--- config.mk ---
export PLATFORM = sky130hd
export DESIGN_NAME = axi_perf_wr_seq
export DESIGN_NICKNAME = d
export VERILOG_FILES = /design/src/rtl/axi_perf_pkg.sv /design/src/rtl/axi_perf_wr_seq.sv
export SDC_FILE = /design/constraint.sdc
export NUM_CORES = 1
export LEC_CHECK = 0
export CAP_MARGIN = 30
export CORE_MARGIN = 5
export CORE_UTILIZATION = 52
export DETAILED_ROUTE_END_ITERATION = 16
export PLACE_DENSITY = 0.8
export SLEW_MARGIN = 30
export SYNTH_ARGS = -nofsm -noshare
export SYNTH_HDL_FRONTEND = slang
export SYNTH_SLANG_ARGS = --single-unit
--- constraint.sdc ---
create_clock -name clk -period 3.09 [get_ports clk]
set_input_delay 0.4635 -clock clk [delete_from_list [all_inputs] [get_ports clk]]
set_output_delay 0.4635 -clock clk [all_outputs]
set_load 0.01 [all_outputs]
--- src/rtl/axi_perf_pkg.sv ---
// Shared types and AXI encodings for the AXI performance write sequencer.
package axi_perf_pkg;

    typedef enum logic [1:0] {
        ST_IDLE  = 2'd0,
        ST_AW    = 2'd1,
        ST_W     = 2'd2,
        ST_DRAIN = 2'd3
    } state_e;

    localparam logic [1:0] AXI_BURST_INCR  = 2'b01;
    localparam logic [1:0] AXI_RESP_OKAY   = 2'b00;
    localparam logic [1:0] AXI_RESP_SLVERR = 2'b10;
    localparam logic [1:0] AXI_RESP_DECERR = 2'b11;

endpackage

--- src/rtl/axi_perf_wr_seq.sv ---
// Issues a configurable run of INCR write bursts on an AXI4 manager port,
// collects every B response and reports elapsed cycles and response errors.
module axi_perf_wr_seq
    import axi_perf_pkg::*;
#(
    parameter int AXI_ADDR_WIDTH = 20,
    parameter int AXI_DATA_WIDTH = 16,
    parameter int AXI_ID_WIDTH   = 4,
    parameter int CYC_WIDTH      = 32
) (
    input  logic                        clk,
    input  logic                        rst_n,
    input  logic                        start,
    input  logic [AXI_ADDR_WIDTH-1:0]   base_addr,
    input  logic [7:0]                  burst_beats,
    input  logic [AXI_ADDR_WIDTH-1:0]   burst_stride,
    input  logic [2:0]                  burst_awsize,
    input  logic [15:0]                 burst_num,
    output logic                        busy,
    output logic                        done,
    output logic [CYC_WIDTH-1:0]        cycles,
    output logic                        resp_err,
    output logic                        m_axi_awvalid,
    input  logic                        m_axi_awready,
    output logic [AXI_ADDR_WIDTH-1:0]   m_axi_awaddr,
    output logic [AXI_ID_WIDTH-1:0]     m_axi_awid,
    output logic [7:0]                  m_axi_awlen,
    output logic [2:0]                  m_axi_awsize,
    output logic [1:0]                  m_axi_awburst,
    output logic                        m_axi_wvalid,
    input  logic                        m_axi_wready,
    output logic [AXI_DATA_WIDTH-1:0]   m_axi_wdata,
    output logic [AXI_DATA_WIDTH/8-1:0] m_axi_wstrb,
    output logic                        m_axi_wlast,
    input  logic                        m_axi_bvalid,
    output logic                        m_axi_bready,
    input  logic [AXI_ID_WIDTH-1:0]     m_axi_bid,
    input  logic [1:0]                  m_axi_bresp
);

    localparam int AW = AXI_ADDR_WIDTH;
    localparam int DW = AXI_DATA_WIDTH;
    localparam int SW = AXI_DATA_WIDTH / 8;

    state_e               state_r;
    logic [AW-1:0]        addr_r;
    logic [AW-1:0]        stride_r;
    logic [7:0]           len_r;
    logic [7:0]           beat_idx_r;
    logic [2:0]           size_r;
    logic [15:0]          num_r;
    logic [15:0]          burst_idx_r;
    logic [15:0]          b_cnt_r;
    logic [DW-1:0]        wdata_r;
    logic                 awvalid_r;
    logic                 wvalid_r;
    logic                 wlast_r;
    logic                 bready_r;
    logic                 busy_r;
    logic                 done_r;
    logic                 resp_err_r;
    logic [CYC_WIDTH-1:0] cycles_r;
    logic                 b_hs_s;
    logic [15:0]          b_cnt_next_s;
    logic                 bid_unused_s;

    // Beat payload tags each word with its burst and beat index for easy tracing.
    function automatic logic [DW-1:0] beat_data(input logic [15:0] burst, input logic [7:0] beat);
        return DW'({burst, beat});
    endfunction

    assign bid_unused_s = ^m_axi_bid;

    // B-channel handshake and response count including any handshake this cycle.
    always_comb begin
        b_hs_s = m_axi_bvalid && bready_r;
        if (b_hs_s) begin
            b_cnt_next_s = b_cnt_r + 16'd1;
        end else begin
            b_cnt_next_s = b_cnt_r;
        end
    end

    // Run sequencer: config latch, AW/W issue, B collection and cycle counter.
    always_ff @(posedge clk or negedge rst_n) begin
        if (!rst_n) begin
            state_r     <= ST_IDLE;
            addr_r      <= {AW{1'b0}};
            stride_r    <= {AW{1'b0}};
            len_r       <= 8'd0;
            beat_idx_r  <= 8'd0;
            size_r      <= 3'd0;
            num_r       <= 16'd0;
            burst_idx_r <= 16'd0;
            b_cnt_r     <= 16'd0;
            wdata_r     <= {DW{1'b0}};
            awvalid_r   <= 1'b0;
            wvalid_r    <= 1'b0;
            wlast_r     <= 1'b0;
            bready_r    <= 1'b0;
            busy_r      <= 1'b0;
            done_r      <= 1'b0;
            resp_err_r  <= 1'b0;
            cycles_r    <= {CYC_WIDTH{1'b0}};
        end else begin
            done_r  <= 1'b0;
            b_cnt_r <= b_cnt_next_s;
            if (b_hs_s && (m_axi_bresp != AXI_RESP_OKAY)) begin
                resp_err_r <= 1'b1;
            end
            if (busy_r && (cycles_r != {CYC_WIDTH{1'b1}})) begin
                cycles_r <= cycles_r + {{(CYC_WIDTH-1){1'b0}}, 1'b1};
            end

            case (state_r)
                ST_IDLE: begin
                    if (start) begin
                        if ((burst_beats == 8'd0) || (burst_num == 16'd0)) begin
                            done_r   <= 1'b1;
                            cycles_r <= {{(CYC_WIDTH-1){1'b0}}, 1'b1};
                        end else begin
                            state_r     <= ST_AW;
                            addr_r      <= base_addr;
                            stride_r    <= burst_stride;
                            len_r       <= burst_beats - 8'd1;
                            size_r      <= burst_awsize;
                            num_r       <= burst_num;
                            burst_idx_r <= 16'd0;
                            b_cnt_r     <= 16'd0;
                            cycles_r    <= {CYC_WIDTH{1'b0}};
                            resp_err_r  <= 1'b0;
                            busy_r      <= 1'b1;
                            bready_r    <= 1'b1;
                            awvalid_r   <= 1'b1;
                        end
                    end
                end
                ST_AW: begin
                    if (m_axi_awready) begin
                        state_r    <= ST_W;
                        awvalid_r  <= 1'b0;
                        wvalid_r   <= 1'b1;
                        beat_idx_r <= 8'd0;
                        wdata_r    <= beat_data(burst_idx_r, 8'd0);
                        wlast_r    <= (len_r == 8'd0);
                    end
                end
                ST_W: begin
                    if (m_axi_wready) begin
                        if (wlast_r) begin
                            wvalid_r    <= 1'b0;
                            wlast_r     <= 1'b0;
                            addr_r      <= addr_r + stride_r;
                            burst_idx_r <= burst_idx_r + 16'd1;
                            if ((burst_idx_r + 16'd1) == num_r) begin
                                state_r <= ST_DRAIN;
                            end else begin
                                state_r   <= ST_AW;
                                awvalid_r <= 1'b1;
                            end
                        end else begin
                            beat_idx_r <= beat_idx_r + 8'd1;
                            wdata_r    <= beat_data(burst_idx_r, beat_idx_r + 8'd1);
                            wlast_r    <= ((beat_idx_r + 8'd1) == len_r);
                        end
                    end
                end
                ST_DRAIN: begin
                    // Responses may all have arrived earlier; then this exits immediately.
                    if (b_cnt_next_s == num_r) begin
                        state_r  <= ST_IDLE;
                        done_r   <= 1'b1;
                        busy_r   <= 1'b0;
                        bready_r <= 1'b0;
                    end
                end
                default: begin
                    state_r   <= ST_IDLE;
                    awvalid_r <= 1'b0;
                    wvalid_r  <= 1'b0;
                    wlast_r   <= 1'b0;
                    bready_r  <= 1'b0;
                    busy_r    <= 1'b0;
                end
            endcase
        end
    end

    assign busy          = busy_r;
    assign done          = done_r;
    assign cycles        = cycles_r;
    assign resp_err      = resp_err_r;
    assign m_axi_awvalid = awvalid_r;
    assign m_axi_awaddr  = addr_r;
    assign m_axi_awid    = {AXI_ID_WIDTH{1'b0}};
    assign m_axi_awlen   = len_r;
    assign m_axi_awsize  = size_r;
    assign m_axi_awburst = AXI_BURST_INCR;
    assign m_axi_wvalid  = wvalid_r;
    assign m_axi_wdata   = wdata_r;
    assign m_axi_wstrb   = {SW{1'b1}};
    assign m_axi_wlast   = wlast_r;
    assign m_axi_bready  = bready_r;

endmodule

Fig. 1: run 1, sequential cells grouped by signal name
Other sequential cells in the stronger grey, the rest of the logic in the fainter grey.
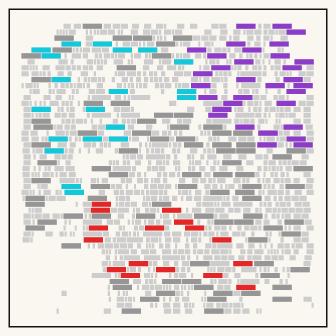
- cyan: m_axi_awaddr (flops 20)
- purple: cycles (flops 32; where top right)
- red: b_cnt_r (flops 16; where bottom middle)

Fig. 2: run 1, clock distribution
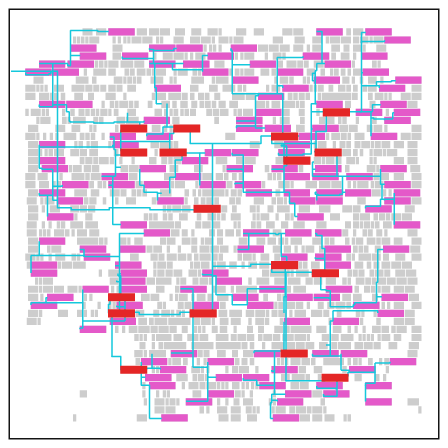
- cyan: clock wires (length 1,900 um)
- magenta: flip-flops (count 155)
- red: clock-net drivers (count 17)
- flops lie: widely spread
- routed clock nets: 18
Clk network pwr share: 47.8%
setup clock skew after layout: 11.1 ps
P_clk: 2.02 mW
latest clock arrival within the worst-skew pair: 420 ps

==> run summary, run 1 <==
Implementation results.

The run finished with clean final reports. The number of nets still failing antenna checks after routing is 0. The number of cell rows is a little under 50.

Post-synth the commonest register cell is sky130_fd_sc_hd__dfrtp_1. The floorplan step defined a core boundary enclosing 17,900 sq um. The setup slack of the most critical reg-to-reg path is around 290 ps. The final tally of setup violations is 0. STA classifies the critical path endpoint as a flop. The post-synthesis simple-gate area fraction is around a quarter.

The fraction of area in clock buffers and inverters is ~4.8%. The number of cell instances on the worst register-to-register path is 10. The final timing report lists a max-slew violation count of 0.

Per the OpenROAD floorplan log, the area of the die is approximately 21,000 sq um. The report shows a maximum critical-path fanout of 8. The post-CTS hold buffer count recorded in the log is 0. In this run, placement finished with an instance count of 1,423. The area of the mapped netlist is roughly 9400 sq um. The fraction of area in multi-input gates is approximately 44%. Setup repair after global routing left no endpoint under its margin. The tally of clock buffers in the finished layout is 17. The dominant kind of cell by area is multi-input combinational cells. The worst hold-check path type is in2async. Derived from the worst setup path, the maximum achievable clock frequency is between 0.3 and 0.4 GHz. In the post-synthesis netlist, the biggest area contributors are sky130_fd_sc_hd__dfrtp_1 (41%), sky130_fd_sc_hd__nand2_1 (7.7%), sky130_fd_sc_hd__xnor2_1 (6.0%), sky130_fd_sc_hd__xor2_1 (4.4%), sky130_fd_sc_hd__o21ai_0 (3.9%). In this run the number of cells on the critical path is 10.

The most common logic cell in the final layout is sky130_fd_sc_hd__nand2_1. The number of I/O pins is about 170. The transition time of the tightest slew-check pin is 922 ps. In this run the critical register-to-register path is launched from burst_idx_r[0]. The run reported a max-capacitance violation count of 0. The most common logic cells in the final layout are sky130_fd_sc_hd__nand2_1 (194), sky130_fd_sc_hd__clkdlybuf4s50_1 (159), sky130_fd_sc_hd__dfrtp_1 (155). The number of logic inverters in the finished layout is 23. Once layout is done, the placed cells without fillers occupy about 12,000 sq um.

The number of H-tree levels is 4. The number of tap cells inserted is roughly 230. The endpoint of the most critical setup path is m_axi_awvalid. Synthesis handed over a netlist of around 1,100 instances.

The area share of fa/ha/maj cells after synthesis is 4.05%. The detailed router reports a met3 wire length of roughly 1500 um. The worst hold slack is between 0.8 and 0.9 ps.

The area growth from synthesis to layout is 25.8%. The synthesized area divided by synthesized cell count is around 8.9 sq um. In this run the power spent charging and discharging nets is slightly above 1 mW.

The completed layout was analyzed and its total power is between 4 and 5 mW. The endpoint of the worst-slack reg-to-reg timing path is m_axi_awvalid. Yosys mapped a number of flops with a built-in enable equal to 0. The power dissipated in sequential cells is approximately 2.0 mW. The standby leakage power is a little over 5 nW. The relative contribution of combinational cells to total power is ~4.2%. The die is 145 um wide. The area taken by flip-flops and latches is roughly 3900 sq um.

The combinational cell power is 0.179 mW. The flip-flop and latch count after synthesis is about 160.
Fig. 3: run 1, placement by cell class
Scale bar: 50 um.
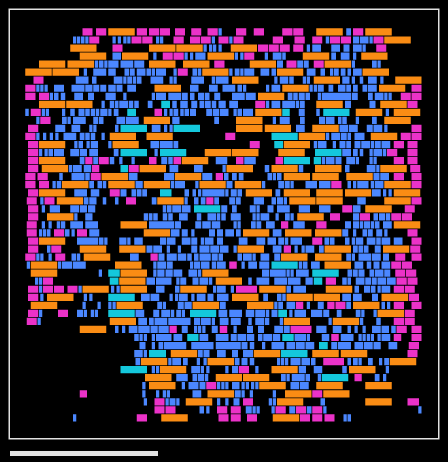
- magenta: remaining buffers and delay cells (cells 184; share of their area 16%)
- cyan: clock drivers and dummy loads (cells 32; share of their area 4.9%)
- orange: registers (cells 155; share of their area 33%)
- blue: remaining logic cells (cells 855; share of their area 46%)

Fig. 4: run 1, track usage over the die
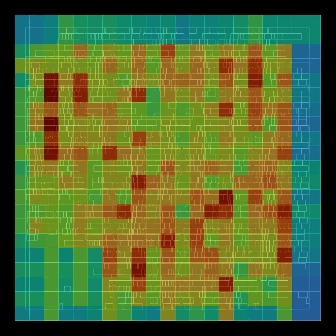
most used routing layer in global routing: met2
met1 track utilization from global routing: 30.7%

==> inputs of run 2 (changes only) <==
Clock period 3.09 ns to 3 ns, I/O delays scaled along.
Fig. 5: run 2, power grid
Pins as bars on the die edge. Tap cells in grey.
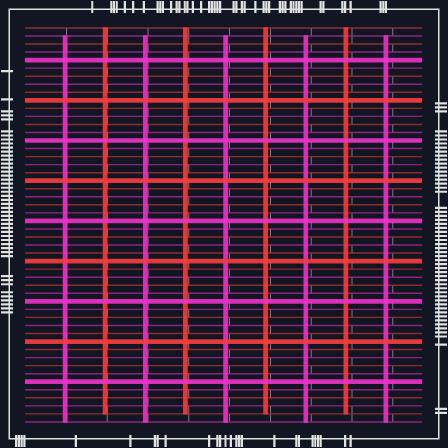
- red: VDD
- magenta: VSS
- met4 straps: 9
- met1 rails: 50
- signal pins: 173
- rows: 49
- tap cells: 229

==> run 2 against run 1 <==
Register-to-register slack lost 70 ps. Largest power group is now clock. Largest cell class unchanged. Critical path type unchanged. Die area unchanged. Setup slack lost 74 ps. Global-route usage grew 0.48 points. Combinational power is 4% higher.
==> run summary, run 2 <==
Implementation results.

The run finished with clean final reports. The number of cell rows came to 49 (unchanged). The layer flagged by global routing as most heavily used is met2. The area share of fa/ha/maj cells after synthesis is 4.05% (unchanged).

The power drawn by the clock network was 2.33 mW (+15%). The number of warnings printed during yosys synthesis is 0. The clock group share of total power came to 50.5% (+2.7 points).

The worst hold-check path type is reg2reg. The standby leakage power is 5.26 nW (+1.3%). The worst hold slack is 481 ps (+480 ps). The number of H-tree levels came to 4 (unchanged). The flip-flop and latch count after synthesis is 155 (unchanged).

In this run the critical register-to-register path is captured at m_axi_awaddr[19]. The net switching power figure was 0.969 mW (-5.9%). The maximum clock skew at final layout is 7.68 ps (-3.37 ps). The synthesis report names the predominant flop master as sky130_fd_sc_hd__dfrtp_1. The area of combinational cells with multiple inputs is 5250 sq um. By area the synthesized netlist is led by sky130_fd_sc_hd__dfrtp_1 (41%), sky130_fd_sc_hd__nand2_1 (7.7%), sky130_fd_sc_hd__xnor2_1 (6.0%), sky130_fd_sc_hd__xor2_1 (4.4%), sky130_fd_sc_hd__o21ai_0 (3.9%). The number of buffers inserted by hold repair at cts is 1 (+1).

The startpoint identified for the worst register-to-register timing path is m_axi_awaddr[6]. The total length of routed met3 wires is 1640 um (+7.6%). The fraction of area in clock buffers and inverters came to 5.33% (+0.53 points). The latest clock arrival within the worst-skew pair was 420 ps (about the same). The combinational cell power is 0.187 mW (+4%).

The synthesized area divided by synthesized cell count was 8.91 sq um (unchanged). The number of cell instances on the worst register-to-register path is 9 (-1). The finished layout cell area is 12,000 sq um (+1.2%). Total power normalized to cell area comes to 383 nW/um^2. The area growth from synthesis to layout is 27.3%. The number of tap cells inserted was 229 (unchanged).

The chip area is 21,000 sq um (unchanged). The floorplan core area is 17,900 sq um (unchanged). By area, the class that comes first in the final layout consists of multi-input combinational cells. The reported max-cap violation count was 0 (unchanged). The top cell types in the final layout, fill and taps aside, are sky130_fd_sc_hd__nand2_1 (194), sky130_fd_sc_hd__clkdlybuf4s50_1 (159), sky130_fd_sc_hd__dfrtp_1 (155). The post-cts gate resize count is 0. The fraction of area in multi-input gates is 43.6% (-0.49 points). The final number of max-transition violations is 0 (unchanged). The number of instances in the placed design is 1,427 (+0.28%). The power after layout came to 4.61 mW (+8.9%). The top cell type in the final layout, fill and taps aside, is sky130_fd_sc_hd__nand2_1. The total number of cells along the worst setup path is 9 (-1).

The post-synthesis cell type count is 76. Setup repair after global routing left no endpoint under its margin. The transition time of the tightest slew-check pin is 942 ps (+20.7 ps). The relative contribution of combinational cells to total power is 4.1% (about the same). The count of flip-flops with a built-in enable after synthesis is 0 (unchanged).

The routing usage on met1 came to 30.4% (-0.31 points). The number of nets still failing antenna checks after routing is 0 (unchanged). The post-synthesis simple-gate area fraction came to 24.1% (unchanged).

The area of the mapped netlist was 9450 sq um (unchanged). The maximum fanout along the worst path is 5 (-3). The tally of clock buffers in the finished layout is 19 (+2). The post-synthesis cell count was 1,060 (unchanged). The number of logic inverters in the finished layout is 23 (unchanged).
Fig. 6: run 2, sequential cells grouped by signal name
Other sequential cells in the stronger grey, the rest of the logic in the fainter grey.
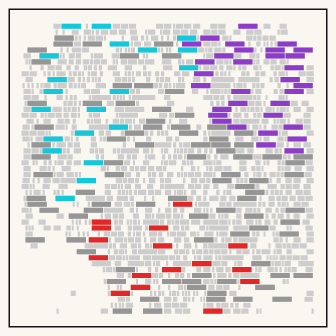
sequential cell area share: 32.3%
Seq. cell area: 3880 sq um
power consumed by sequential cells: 2.09 mW
end-of-flow core utilization: 67.2%

Fig. 7: run 2, placement by cell class
Scale bar: 50 um.
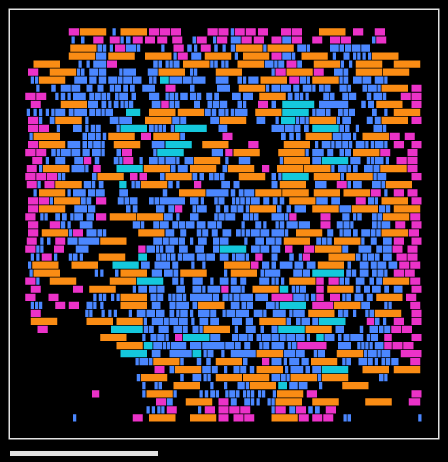

==> inputs of run 3 (changes only) <==
Settings changed: CELL_PAD_IN_SITES_DETAIL_PLACEMENT set to 0, CELL_PAD_IN_SITES_GLOBAL_PLACEMENT set to 2, CORE_UTILIZATION 52 to 32, PLACE_DENSITY 0.8 to 0.91.
Fig. 8: run 3, placement by cell class
Scale bar: 50 um.
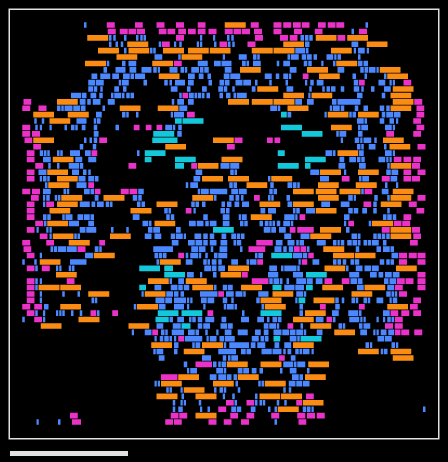
- orange: registers (cells 155; share of their area 33%)
- magenta: remaining buffers and delay cells (cells 205; share of their area 17%)
- cyan: clock drivers and dummy loads (cells 32; share of their area 5.0%)
- blue: remaining logic cells (cells 855; share of their area 45%)

Fig. 9: run 3, sequential cells grouped by signal name
Other sequential cells in the stronger grey, the rest of the logic in the fainter grey.
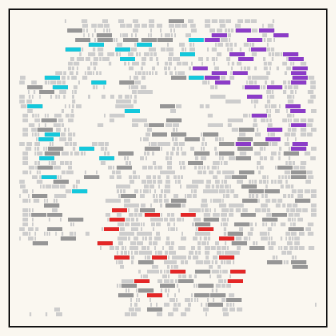
- red: b_cnt_r (flops 16; where bottom middle)
- cyan: m_axi_awaddr (flops 20)
- purple: cycles (flops 32; where top right)
- not coloured: 87

==> run 3 against run 2 <==
Clock-buffer cell count fell by 2. Power fell by 2.7%. Critical path type unchanged. Routed wire length rose by 7.2%. Highest routed layer is now met5. Critical endpoint is now state_r[0]. Die area rose by 58%.
==> run summary, run 3 <==
Implementation results.

The flow ran to the end, and the final reports show no timing, DRC or antenna violations. The synthesis report lists the most area-consuming cells as sky130_fd_sc_hd__dfrtp_1 (41%), sky130_fd_sc_hd__nand2_1 (7.7%), sky130_fd_sc_hd__xnor2_1 (6.0%), sky130_fd_sc_hd__xor2_1 (4.4%), sky130_fd_sc_hd__o21ai_0 (3.9%). The clock group share of total power is 49.2% (-1.3 points). The maximum fanout along the worst path came to 5 (unchanged). The count of flip-flops with a built-in enable after synthesis is 0 (unchanged). Measured against the total synthesized area, the mux share comes to around 3.6%. The post-synthesis simple-gate area fraction is 24.1% (unchanged).

The total number of nets in the final design is 1,343. The dominant kind of cell by area is multi-input combinational cells. The transition time of the tightest slew-check pin is 888 ps (-54.3 ps). The area of combinational cells with multiple inputs was 5250 sq um (+0.17%). The area growth from synthesis to layout is 30.4%.

The combinational cell power is 0.188 mW (about the same). The number of cell instances on the worst register-to-register path is 10 (+1). The reported max-cap violation count was 0 (unchanged). The number of buffers inserted by hold repair at cts is 1 (unchanged). The routing usage on met1 is 22.1% (-8.3 points).

The startpoint of the worst-slack reg-to-reg timing path is b_cnt_r[0]. The number of warnings printed during yosys synthesis was 0 (unchanged). The total length of routed met3 wires is 1140 um (-30%). The power drawn by the clock network is 2.20 mW (-6%). Global route summary, busiest routing layer listed as met2.

The chip area is 33,100 sq um (+58%). The number of tap cells inserted came to 390 (+70%). The worst hold-check path type is in2async. The minimum setup slack in the final design is ~230 ps. The area share of fa/ha/maj cells after synthesis came to 4.05% (unchanged). The number of logic inverters in the finished layout is 23 (unchanged).

The number of nets still failing antenna checks after routing is 0 (unchanged). In the global route stage, met3 resource usage came out at slightly above 3%. Setup repair after global routing left no endpoint under its margin. The fraction of area in clock buffers and inverters is 4.81% (-0.51 points). The area of the mapped netlist is 9450 sq um (unchanged). The synthesized area divided by synthesized cell count is 8.91 sq um (unchanged).

The maximum clock skew at final layout is 12.3 ps (+4.57 ps). The power dissipated in sequential cells is 2.09 mW (about the same). The cell area reported after detailed placement is roughly 12,000 sq um. The floorplan core area was 29,400 sq um (+64%).

The fraction of area in multi-input gates is 42.7% (-0.97 points). The endpoint of the worst-slack reg-to-reg timing path is state_r[0]. The post-synthesis cell count came to 1,060 (unchanged). The number of cell rows is 63 (+29%).

The quantity of I/O buffers inserted on ports is 160. The worst hold slack is 438 ps (-43.7 ps). The core occupancy in the finished layout is 41.9% (-25 points). The top cell types in the final layout, fill and taps aside, are sky130_fd_sc_hd__nand2_1 (194), sky130_fd_sc_hd__clkdlybuf4s50_1 (159), sky130_fd_sc_hd__dfrtp_1 (155). The standby leakage power is 5.32 nW (+1.3%). The flip-flop and latch count after synthesis is 155 (unchanged). The relative contribution of combinational cells to total power came to 4.2% (about the same). The tally of clock buffers in the finished layout came to 17 (-2). The final number of max-transition violations is 0 (unchanged). The most frequently used flop master after synthesis is sky130_fd_sc_hd__dfrtp_1.

The power after layout is 4.48 mW (-2.7%). The number of instances in the placed design is 1,604 (+12%). The total number of cells along the worst setup path is 10 (+1).

The flop share of the area is 31.5% (-0.77 points). The worst setup path is captured at a flop. Among logic cells in the layout, the one with the most instances is sky130_fd_sc_hd__nand2_1. The power density over cell area is 364 nW/um^2 (-5.1%). The area taken by flip-flops and latches was 3880 sq um (unchanged). The number of H-tree levels was 4 (unchanged). The met2 track demand over resource is approximately a quarter. The post-synthesis cell type count came to 76 (unchanged). The latest clock arrival within the worst-skew pair was 430 ps (about the same).

The net switching power figure was 1.10 mW (+13%).
No activity file was given, so power comes from the tool's default toggle rates.
